### src/rtl/lut_mw_if.sv
// Bus bundle for the multi-plane writable memory LUT (lut_mw).
// Define LUT_MW_SRL_EN to add the mode / shift_out signals of the shift-register option.
interface lut_mw_if #(
    parameter int INPUTS       = 4,
    parameter int WIDTH        = 2,
    parameter int CONFIG_WIDTH = 8
);
    logic [INPUTS-1:0]       addr;
    logic [WIDTH-1:0]        out;
    logic                    cen;
    logic [CONFIG_WIDTH-1:0] config_in;
    logic                    config_done;
    logic [INPUTS-1:0]       waddr;
    logic [WIDTH-1:0]        data_in;
    logic                    write_en;
`ifdef LUT_MW_SRL_EN
    logic                    mode;
    logic [WIDTH-1:0]        shift_out;

    modport master (
        output addr, cen, config_in, waddr, data_in, write_en, mode,
        input  out, config_done, shift_out
    );
    modport slave (
        input  addr, cen, config_in, waddr, data_in, write_en, mode,
        output out, config_done, shift_out
    );
`else
    modport master (
        output addr, cen, config_in, waddr, data_in, write_en,
        input  out, config_done
    );
    modport slave (
        input  addr, cen, config_in, waddr, data_in, write_en,
        output out, config_done
    );
`endif
endinterface

### src/rtl/lut_mw.sv
// Multi-plane writable memory LUT with chunked serial configuration and user writes.
// Define LUT_MW_SRL_EN to add the shift-register (SRL) mode and the shift_out cascade.
module lut_mw #(
    parameter int INPUTS       = 4,
    parameter int WIDTH        = 2,
    parameter int CONFIG_WIDTH = 8
) (
    input  logic     clk,
    input  logic     rst_n,
    lut_mw_if.slave  bus
);
    localparam int DEPTH    = 2 ** INPUTS;
    localparam int MEM_SIZE = WIDTH * DEPTH;
    localparam int NCHUNK   = MEM_SIZE / CONFIG_WIDTH;
    localparam int CNT_W    = $clog2(NCHUNK + 1);

    typedef enum logic [1:0] {
        ST_IDLE       = 2'd0,
        ST_LOAD       = 2'd1,
        ST_CONFIGURED = 2'd2
    } state_t;

    state_t              state_r, state_nxt_s;
    logic [CNT_W-1:0]    cnt_r, cnt_nxt_s;
    logic                done_r, done_nxt_s;
    logic [MEM_SIZE-1:0] mem_r, mem_nxt_s;
    logic [MEM_SIZE-1:0] wr_flat_s;
    logic                wr_s;
    logic [WIDTH-1:0]    out_s;
`ifdef LUT_MW_SRL_EN
    logic [WIDTH-1:0]    shift_out_s;
`endif

    // State, chunk counter, completion flag and storage registers.
    always_ff @(posedge clk or negedge rst_n) begin
        if (!rst_n) begin
            state_r <= ST_IDLE;
            cnt_r   <= '0;
            done_r  <= 1'b0;
            mem_r   <= '0;
        end else begin
            state_r <= state_nxt_s;
            cnt_r   <= cnt_nxt_s;
            done_r  <= done_nxt_s;
            mem_r   <= mem_nxt_s;
        end
    end

    // Next-state logic: cen always wins, user writes only once configured.
    always_comb begin
        state_nxt_s = state_r;
        cnt_nxt_s   = cnt_r;
        done_nxt_s  = done_r;
        wr_s        = 1'b0;
        if (bus.cen) begin
            // Entering LOAD clears the counter, and the same edge counts the chunk.
            case (state_r)
                ST_LOAD:       cnt_nxt_s = cnt_r + CNT_W'(1);
                ST_IDLE:       cnt_nxt_s = CNT_W'(1);
                ST_CONFIGURED: cnt_nxt_s = CNT_W'(1);
                default:       cnt_nxt_s = CNT_W'(1);
            endcase
            if (cnt_nxt_s == CNT_W'(NCHUNK)) begin
                state_nxt_s = ST_CONFIGURED;
                done_nxt_s  = 1'b1;
            end else begin
                state_nxt_s = ST_LOAD;
                done_nxt_s  = 1'b0;
            end
        end else if (bus.write_en && (state_r == ST_CONFIGURED)) begin
            wr_s = 1'b1;
        end else begin
            wr_s = 1'b0;
        end
    end

    // Storage update: config chunks enter at the LSBs so the first chunk lands in the MSBs.
    always_comb begin
        mem_nxt_s = mem_r;
        if (bus.cen) begin
            mem_nxt_s = MEM_SIZE'({mem_r, bus.config_in});
        end else if (wr_s) begin
            mem_nxt_s = wr_flat_s;
        end else begin
            mem_nxt_s = mem_r;
        end
    end

    for (genvar p = 0; p < WIDTH; p++) begin : g_plane
        logic [DEPTH-1:0] plane_s;
        logic [DEPTH-1:0] upd_s;

        assign plane_s                       = mem_r[p*DEPTH +: DEPTH];
        assign wr_flat_s[p*DEPTH +: DEPTH]   = upd_s;
        assign out_s[p]                      = plane_s[bus.addr];
`ifdef LUT_MW_SRL_EN
        assign shift_out_s[p]                = plane_s[DEPTH-1];
`endif

        // Candidate plane contents for a user write: random-access bit or one-step shift.
        always_comb begin
            upd_s = plane_s;
`ifdef LUT_MW_SRL_EN
            if (bus.mode) begin
                upd_s = {plane_s[DEPTH-2:0], bus.data_in[p]};
            end else begin
                upd_s[bus.waddr] = bus.data_in[p];
            end
`else
            upd_s[bus.waddr] = bus.data_in[p];
`endif
        end
    end

    assign bus.out         = out_s;
    assign bus.config_done = done_r;
`ifdef LUT_MW_SRL_EN
    assign bus.shift_out   = shift_out_s;
`endif

endmodule

### src/flat_wrapper.sv
// flat-port wrapper written by rule: the top's interface ports become plain ports
module lut_mw_flat 
#(
    parameter int INPUTS       = 4,
    parameter int WIDTH        = 2,
    parameter int CONFIG_WIDTH = 8
)
  (clk, rst_n, bus_addr, bus_cen, bus_config_in, bus_waddr, bus_data_in, bus_write_en, bus_out, bus_config_done);
  lut_mw_if #(.INPUTS(INPUTS), .WIDTH(WIDTH), .CONFIG_WIDTH(CONFIG_WIDTH)) bus_i ();
  input  logic clk;
  input  logic rst_n;
  input wire logic [$bits(bus_i.addr)-1:0] bus_addr;
  input wire logic [$bits(bus_i.cen)-1:0] bus_cen;
  input wire logic [$bits(bus_i.config_in)-1:0] bus_config_in;
  input wire logic [$bits(bus_i.waddr)-1:0] bus_waddr;
  input wire logic [$bits(bus_i.data_in)-1:0] bus_data_in;
  input wire logic [$bits(bus_i.write_en)-1:0] bus_write_en;
  output wire logic [$bits(bus_i.out)-1:0] bus_out;
  output wire logic [$bits(bus_i.config_done)-1:0] bus_config_done;
  assign bus_i.addr = bus_addr;
  assign bus_i.cen = bus_cen;
  assign bus_i.config_in = bus_config_in;
  assign bus_i.waddr = bus_waddr;
  assign bus_i.data_in = bus_data_in;
  assign bus_i.write_en = bus_write_en;
  assign bus_out = bus_i.out;
  assign bus_config_done = bus_i.config_done;
  lut_mw #(.INPUTS(INPUTS), .WIDTH(WIDTH), .CONFIG_WIDTH(CONFIG_WIDTH)) u_core (.clk(clk), .rst_n(rst_n), .bus(bus_i));
endmodule
### config.mk
export PLATFORM = sky130hd
export DESIGN_NAME = lut_mw_flat
export DESIGN_NICKNAME = d
export VERILOG_FILES = /design/src/rtl/lut_mw_if.sv /design/src/rtl/lut_mw.sv /design/src/flat_wrapper.sv
export SDC_FILE = /design/constraint.sdc
export NUM_CORES = 1
export LEC_CHECK = 0
export CAP_MARGIN = 30
export CORE_ASPECT_RATIO = 0.9
export CORE_MARGIN = 2
export CORE_UTILIZATION = 35
export CTS_BUF_LIST = sky130_fd_sc_hd__clkbuf_4
export DETAILED_ROUTE_END_ITERATION = 10
export PLACE_DENSITY_LB_ADDON = 0.1
export RECOVER_POWER = 50
export SYNTH_ARGS = -nofsm -noshare
export SYNTH_HDL_FRONTEND = slang
export SYNTH_SLANG_ARGS = --single-unit
### constraint.sdc
create_clock -name clk -period 1.66 [get_ports clk]
set_input_delay 0.332 -clock clk [delete_from_list [all_inputs] [get_ports clk]]
set_output_delay 0.332 -clock clk [all_outputs]
set_load 0.03 [all_outputs]
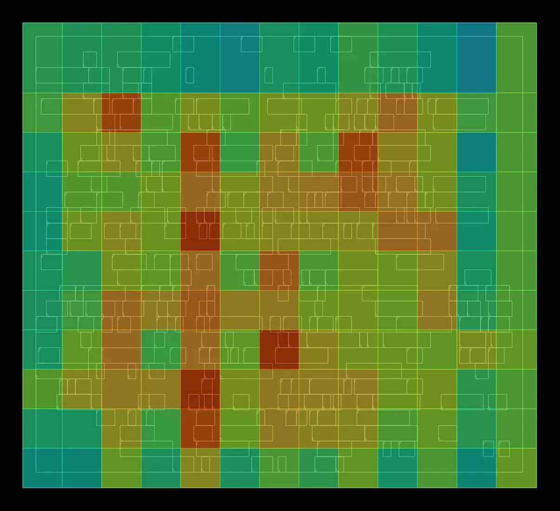
Figure 1: track usage over the die.
Final Util: 46.7%
GR peak layer: met2
GR Util met2: 28.9%
Overall Global Routing Usage: 18.2%

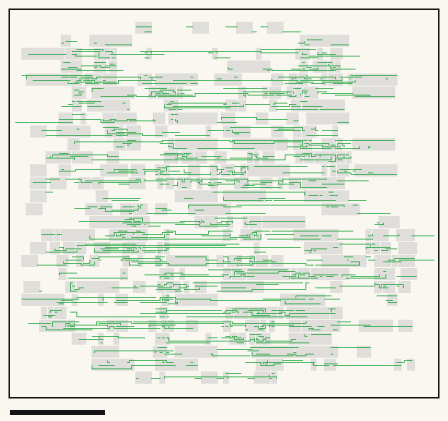
Figure 2: M1 wires.
Bar = 20 um. Cells faint in the background.
- main direction: horizontal
- share of all routed wire: 50%
- wire length on this layer: 3080 um
- nets with wire on the layer: 280
via count: 2070
DRT Wirelength: 6160 um
met1 Use GR: 25.9%

==> out/metrics.cfg <==
[sta]
setup_slack_ns=-0.351
finalCritPeriodShare_pct=121
setup_viol_count_final=2

[cells_and_area]
clk_share_pct=1.65
fillCellCount=634
reg.largest.list=u_core.mem_r (32), u_core.cnt_r (3)
final_common_cell=buf_4
drive_gt1_share_pct=26.4

[critical_path]
max_stage_delay_ns=0.49
cp.required_ns=1.33

[grt]
grt_pass1_wl_um=10300
met3_usage_pct=3.43

[logic_synthesis]
topCellsByArea=dfrtp_1, nand3_1, o221ai_1
top_cell=dfrtp_1
synth-async-reset-ratio_pct=100
yosys.area.top_type=dfrtp_1

[power]
combPwrFrac_pct=33.0
seq_power_share_pct=48.0
maxPowerGroup=sequential cells
sw_frac_of_total_pct=33.5

[place]
gp_congestion=0.793
dp_cells=378

[run_status]
violations=negative setup slack
outcome=complete, but fails checks

[route]
drc=0
highest_layer=met4

[die]
fp_util_pct=35.8

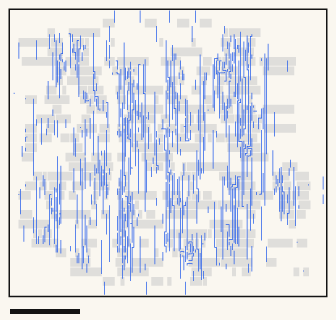
Figure 3: M2 wires.
Bar = 20 um. Cells faint in the background.
- nets with wire on the layer: 266
- main direction: vertical

